==> images/pins.png <==
Pins as bars across the die edge, other pins in grey.
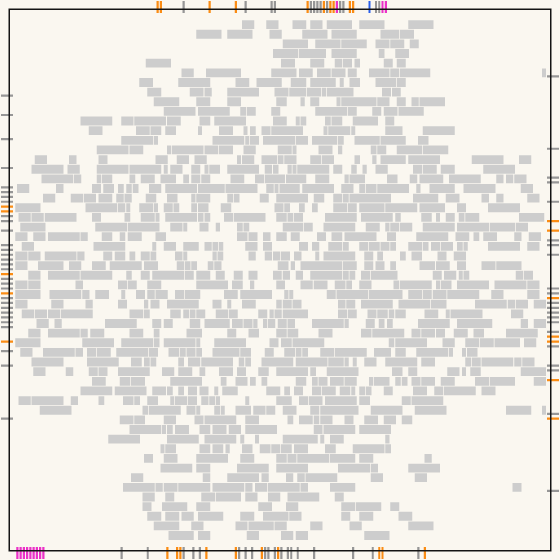
==> images/met3.png <==
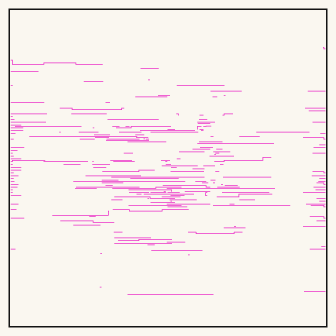
==> images/density.png <==
15 x 15 tiles, from white (low) to dark blue (high), 0 to 100% covered.
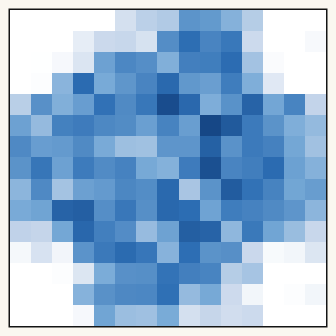
==> images/clock_map.png <==
Scale bar: 50 um.
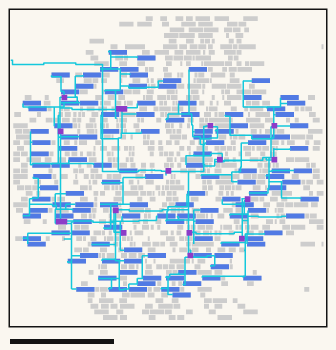
File: config.mk
export PLATFORM = sky130hd
export DESIGN_NAME = event_irq_ctrl_flat
export DESIGN_NICKNAME = d
export VERILOG_FILES = /design/src/rtl/event_irq_ctrl_if.sv /design/src/rtl/event_irq_ctrl.sv /design/src/flat_wrapper.sv
export SDC_FILE = /design/constraint.sdc
export NUM_CORES = 1
export LEC_CHECK = 0
export CORE_UTILIZATION = 30
export CTS_BUF_LIST = sky130_fd_sc_hd__clkbuf_4
export CTS_CLUSTER_DIAMETER = 100
export DETAILED_ROUTE_END_ITERATION = 8
export PLACE_DENSITY = 0.59
export SYNTH_ARGS = -nofsm -noshare
export SYNTH_HDL_FRONTEND = slang
export SYNTH_SLANG_ARGS = --single-unit
export TNS_END_PERCENT = 50
File: constraint.sdc
create_clock -name HCLK -period 2.7 [get_ports HCLK]
set_input_delay 0.81 -clock HCLK [delete_from_list [all_inputs] [get_ports HCLK]]
set_output_delay 0.81 -clock HCLK [all_outputs]
set_load 0.1 [all_outputs]
File: src/rtl/event_irq_ctrl_if.sv
// APB slave bus bundle for the event/interrupt collector.
interface event_irq_ctrl_if #(
    parameter int unsigned APB_ADDR_WIDTH = 12
);
    localparam int unsigned DATA_W = 32;

    logic [APB_ADDR_WIDTH-1:0] PADDR;
    logic [DATA_W-1:0]         PWDATA;
    logic                      PWRITE;
    logic                      PSEL;
    logic                      PENABLE;
    logic [DATA_W-1:0]         PRDATA;
    logic                      PREADY;
    logic                      PSLVERR;

    modport master (
        output PADDR, PWDATA, PWRITE, PSEL, PENABLE,
        input  PRDATA, PREADY, PSLVERR
    );

    modport slave (
        input  PADDR, PWDATA, PWRITE, PSEL, PENABLE,
        output PRDATA, PREADY, PSLVERR
    );
endinterface

File: src/rtl/event_irq_ctrl.sv
// Event/interrupt collector: edge-detects event lines into a pending register,
// drives a masked irq level, a masked event pulse and a lowest-index interrupt ID.
module event_irq_ctrl #(
    parameter int unsigned  APB_ADDR_WIDTH = 12,
    parameter int unsigned  NUM_EVENTS     = 32,
    localparam int unsigned ID_W           = (NUM_EVENTS > 1) ? $clog2(NUM_EVENTS) : 1
) (
    input  logic                  HCLK,
    input  logic                  HRESETn,
    event_irq_ctrl_if.slave       apb,
    input  logic [NUM_EVENTS-1:0] events_i,
    input  logic                  irq_ack_i,
    input  logic [ID_W-1:0]       irq_id_i,
    output logic                  irq_o,
    output logic [ID_W-1:0]       irq_id_o,
    output logic                  event_o
);
    localparam int unsigned DATA_W = 32;
    localparam int unsigned IDX_W  = 3;
    localparam int unsigned PAD_W  = DATA_W - 1 - 8;

    localparam logic [IDX_W-1:0] A_IRQ_MASK = 3'd0;
    localparam logic [IDX_W-1:0] A_EVT_MASK = 3'd1;
    localparam logic [IDX_W-1:0] A_PENDING  = 3'd2;
    localparam logic [IDX_W-1:0] A_SET      = 3'd3;
    localparam logic [IDX_W-1:0] A_IRQ_ID   = 3'd4;

    logic [APB_ADDR_WIDTH-1:0] paddr;
    logic [IDX_W-1:0]          idx;
    logic                      acc_wr;
    logic                      acc_rd;
    logic [NUM_EVENTS-1:0]     wdata;
    logic [DATA_W-1:0]         rdata;
    logic                      unused_apb;

    logic [NUM_EVENTS-1:0] evt_q;
    logic [NUM_EVENTS-1:0] pending_q;
    logic [NUM_EVENTS-1:0] irq_mask_q;
    logic [NUM_EVENTS-1:0] evt_mask_q;
    logic                  event_q;

    logic [NUM_EVENTS-1:0] rise;
    logic [NUM_EVENTS-1:0] new_ev;
    logic [NUM_EVENTS-1:0] ack_oh;
    logic [NUM_EVENTS-1:0] clr;
    logic [NUM_EVENTS-1:0] pending_n;
    logic [NUM_EVENTS-1:0] active;

    assign paddr      = apb.PADDR;
    assign idx        = paddr[4:2];
    assign acc_wr     = apb.PSEL & apb.PENABLE & apb.PWRITE;
    assign acc_rd     = apb.PSEL & apb.PENABLE & ~apb.PWRITE;
    assign wdata      = apb.PWDATA[NUM_EVENTS-1:0];
    assign unused_apb = ^{paddr, apb.PWDATA};

    // Pending update: new edges/SET always win over W1C and ack clears.
    always_comb begin
        ack_oh = '0;
        for (int unsigned i = 0; i < NUM_EVENTS; i++) begin
            ack_oh[i] = irq_ack_i && (irq_id_i == ID_W'(i));
        end
        rise      = events_i & ~evt_q;
        new_ev    = rise | ((acc_wr && idx == A_SET) ? wdata : '0);
        clr       = ((acc_wr && idx == A_PENDING) ? wdata : '0) | ack_oh;
        pending_n = new_ev | (pending_q & ~clr);
    end

    // Lowest set index wins; scanning downward lets the last hit be the smallest.
    always_comb begin
        active   = pending_q & irq_mask_q;
        irq_o    = |active;
        irq_id_o = '0;
        for (int i = int'(NUM_EVENTS) - 1; i >= 0; i--) begin
            if (active[i]) irq_id_o = ID_W'(i);
        end
    end

    always_ff @(posedge HCLK or negedge HRESETn) begin
        if (!HRESETn) begin
            evt_q      <= '0;
            pending_q  <= '0;
            irq_mask_q <= '0;
            evt_mask_q <= '0;
            event_q    <= 1'b0;
        end else begin
            evt_q     <= events_i;
            pending_q <= pending_n;
            event_q   <= |(new_ev & evt_mask_q);
            if (acc_wr && idx == A_IRQ_MASK) irq_mask_q <= wdata;
            if (acc_wr && idx == A_EVT_MASK) evt_mask_q <= wdata;
        end
    end

    assign event_o = event_q;

    // Read mux; idle or write cycles return zero.
    always_comb begin
        rdata = '0;
        if (acc_rd) begin
            case (idx)
                A_IRQ_MASK: rdata = DATA_W'(irq_mask_q);
                A_EVT_MASK: rdata = DATA_W'(evt_mask_q);
                A_PENDING:  rdata = DATA_W'(pending_q);
                A_IRQ_ID:   rdata = {irq_o, PAD_W'(0), 8'(irq_id_o)};
                default:    rdata = '0;
            endcase
        end
    end

    assign apb.PRDATA  = rdata;
    assign apb.PREADY  = 1'b1;
    assign apb.PSLVERR = 1'b0;
endmodule

File: src/flat_wrapper.sv
// flat-port wrapper written by rule: the top's interface ports become plain ports
module event_irq_ctrl_flat 
#(
    parameter int unsigned  APB_ADDR_WIDTH = 12,
    parameter int unsigned  NUM_EVENTS     = 32,
    localparam int unsigned ID_W           = (NUM_EVENTS > 1) ? $clog2(NUM_EVENTS) : 1
)
  (HCLK, HRESETn, events_i, irq_ack_i, irq_id_i, irq_o, irq_id_o, event_o, apb_PADDR, apb_PWDATA, apb_PWRITE, apb_PSEL, apb_PENABLE, apb_PRDATA, apb_PREADY, apb_PSLVERR);
  event_irq_ctrl_if #(.APB_ADDR_WIDTH(APB_ADDR_WIDTH)) apb_i ();
  input  logic HCLK;
  input  logic HRESETn;
  input  logic [NUM_EVENTS-1:0] events_i;
  input  logic irq_ack_i;
  input  logic [ID_W-1:0] irq_id_i;
  output logic irq_o;
  output logic [ID_W-1:0] irq_id_o;
  output logic event_o;
  input wire logic [$bits(apb_i.PADDR)-1:0] apb_PADDR;
  input wire logic [$bits(apb_i.PWDATA)-1:0] apb_PWDATA;
  input wire logic [$bits(apb_i.PWRITE)-1:0] apb_PWRITE;
  input wire logic [$bits(apb_i.PSEL)-1:0] apb_PSEL;
  input wire logic [$bits(apb_i.PENABLE)-1:0] apb_PENABLE;
  output wire logic [$bits(apb_i.PRDATA)-1:0] apb_PRDATA;
  output wire logic [$bits(apb_i.PREADY)-1:0] apb_PREADY;
  output wire logic [$bits(apb_i.PSLVERR)-1:0] apb_PSLVERR;
  assign apb_i.PADDR = apb_PADDR;
  assign apb_i.PWDATA = apb_PWDATA;
  assign apb_i.PWRITE = apb_PWRITE;
  assign apb_i.PSEL = apb_PSEL;
  assign apb_i.PENABLE = apb_PENABLE;
  assign apb_PRDATA = apb_i.PRDATA;
  assign apb_PREADY = apb_i.PREADY;
  assign apb_PSLVERR = apb_i.PSLVERR;
  event_irq_ctrl #(.APB_ADDR_WIDTH(APB_ADDR_WIDTH), .NUM_EVENTS(NUM_EVENTS)) u_core (.HCLK(HCLK), .HRESETn(HRESETn), .apb(apb_i), .events_i(events_i), .irq_ack_i(irq_ack_i), .irq_id_i(irq_id_i), .irq_o(irq_o), .irq_id_o(irq_id_o), .event_o(event_o));
endmodule
==> Changelog: implementation <==
### Implementation results

- Outcome: complete, but fails checks
- Failing checks: DRC, setup timing
- Tool warnings: 38
- CP top delay family: AND-OR/OR-AND gates
- Number of synthesized flops with an enable pin: 0
- Final Setup Violations: 38
- Slew Viols, Final: 0
- FP Util: 0.308
- Lkg Pwr: 4.23 nW
- Worst EP arrival: 2480 ps
- # H-tree levels: 4
- PD cells: 554 mW/mm2
- Slew HR: 0.621
- Final global-route overflow total: 0
- Final worst-path cycle share: 1.22
- Fin crit period: 3290 ps
- Reg2reg setup slack: 970 ps
- Worst Path Max Fanout: 2
- Worst-path clk slew: 130 ps
- Most numerous logic cell after layout: dfrtp_1
- Crit path DRT: 1890 ps
- Ys async rst share: 1.00
- RD Place Congestion: 0.931
- Root Driver: clkbuf_4
- Layout Nets: 946
- Crit Path Category: register to primary output
- Comb pwr share: 0.358
- Worst r2r dst: u_core.event_o$_DFF_PN0_
- Compound Share, Synth: 0.203
- Final hold vios: 0
- Switching part of the total power: 0.378
- VDD IR-drop max: 0.255 mV
- Post-route ant nets: 0
- Worst R2R Start: u_core.evt_mask_q[15]$_DFFE_PN0P_
- RSZ-0062 raised after global routing: true
- DRC violations left: 7
- Synthesized area per cell: 10.4 um2
- Syn-to-layout area delta: 54.3%
- Dominant combinational family: AND-OR/OR-AND gates
- Worst setup margin: -587 ps
- Antenna violations before repair: 1
- Share of cells above drive strength 1: 0.384
- Final instance area: 0.0105 mm2
- Worst hold slack: 195 ps
- Max Root-Sink Buffers: 2
- Levels on crit path: 6
Notes on pins.png above:
blue -> `apb_PWRITE`  # pins 1, direction input, edge top
magenta -> `apb_PADDR`  # pins 12, direction input, edge 9 bottom, 3 top
orange -> `apb_PRDATA`  # pins 32, direction output, edge 10 top, 10 bottom, 7 right, 5 left
Die W: 152 um
input/output buffers: 116
Die Span Y: 152 um

Notes on met3.png above:
share of all routed wire = 8.2%
wire length on this layer = 2140 um
final wirelength: 26100 um
vias: 6453
met3 Use GR: 0.0523

Notes on density.png above:
tiles over 75% full = 10%
nearly empty tiles = 17%
mean over tiles = 44%
fullest tile = 91%

Notes on clock_map.png above:
cyan -> clock wires  # length 1830 um
blue -> flip-flops  # count 129
purple -> cells driving clock nets  # count 17
routed clock nets = 18
clk_lat worst skew: 580 ps
Fin Clk Skew: 14.9 ps

## cell families after synthesis
logic type	count (synthesis)
mux	96
simple gates	184
buf+inv	34
compound gates	209
other cells	2
flops	129
## sequential cells by signal (all words and copies together), names as in the netlist
signal,flops
u_core.event_o,1
u_core.evt_mask_q,32
u_core.evt_q,32
u_core.irq_mask_q,32
u_core.pending_q,32
## power groups by stage
| stage | logic [W] | clock network (W) | registers, W |
|---|---|---|---|
| global route | 0.00220 | 0.00133 | 0.00251 |
| global placement | 0.00182 | 0 | 0.00249 |
| CTS | 0.00201 | 0.00125 | 0.00245 |
| floorplan | 0.00105 | 0 | 0.00241 |
| finish | 0.00208 | 0.00123 | 0.00249 |
| detailed placement | 0.00184 | 0 | 0.00249 |
## per-layer routing
layer  global-route usage  part of all wire  up-vias
li1                     -                 -     2847
met5                    0                 0        -
met1                0.309              0.43     3235
met3               0.0523             0.082       54
met2                0.366              0.46      317
met4               0.0841             0.026        0
## through the flow
stage | power [W] | setup WS [ps]
floorplan | 0.00346 | -609
global placement | 0.00430 | -616
detailed placement | 0.00433 | -642
CTS | 0.00572 | -623
global route | 0.00604 | -672
finish | 0.00579 | -587
## synthesized netlist by cell type, types with 2 or more instances
cell,count
o31ai_1,2
buf_1,3
nor3_1,3
nand2_1,38
nor4_1,2
a22o_1,7
nor2b_1,39
or2_2,3
nand4_1,6
dfrtp_1,129
nor2_1,69
o211ai_1,2
a31oi_1,8
nand2b_1,6
mux2i_1,32
nand3_1,12
buf_2,11
conb_1,2
clkbuf_1,5
buf_4,5
a32o_1,3
o21ai_0,32
buf_6,9
mux2_1,7
a21oi_1,68
a221oi_1,5
a22oi_1,42
mux2_2,57
a211o_1,32
## area by class of cell
| class | instances | area [um2] |
|---|---|---|
| multi-input combinational | 491 | 3960 |
| fill | 2008 | 11600 |
| tap | 280 | 350 |
| sequential | 129 | 3230 |
| clock buffer | 20 | 150 |
| inverter | 1 | 3.75 |
| timing repair buffer | 219 | 2680 |
| antenna | 1 | 2.50 |
| clock inverter | 12 | 93.8 |
## how the worst max path moves through the flow
stage,startpoint,to,slack [ps]
2_1_floorplan,u_core.pending_q[20]$_DFF_PN0_,apb_PRDATA[3],-610
3_3_place_gp,apb_PADDR[2],apb_PRDATA[4],-620
3_5_place_dp,apb_PADDR[2],apb_PRDATA[4],-640
4_1_cts,u_core.irq_mask_q[29]$_DFFE_PN0P_,apb_PRDATA[0],-620
5_1_grt,u_core.pending_q[27]$_DFF_PN0_,apb_PRDATA[0],-670
6_report,u_core.pending_q[19]$_DFF_PN0_,apb_PRDATA[0],-590
## timing repair
action                                  4_1_cts  5_1_grt
endpoints found under the setup margin       38       38
buffers inserted                             12        2
resized                                      74       21
cloned                                        5        1
pin swaps                                    34        9
endpoints found under the hold margin         0        0
Power is estimated from default activity; no workload was simulated.
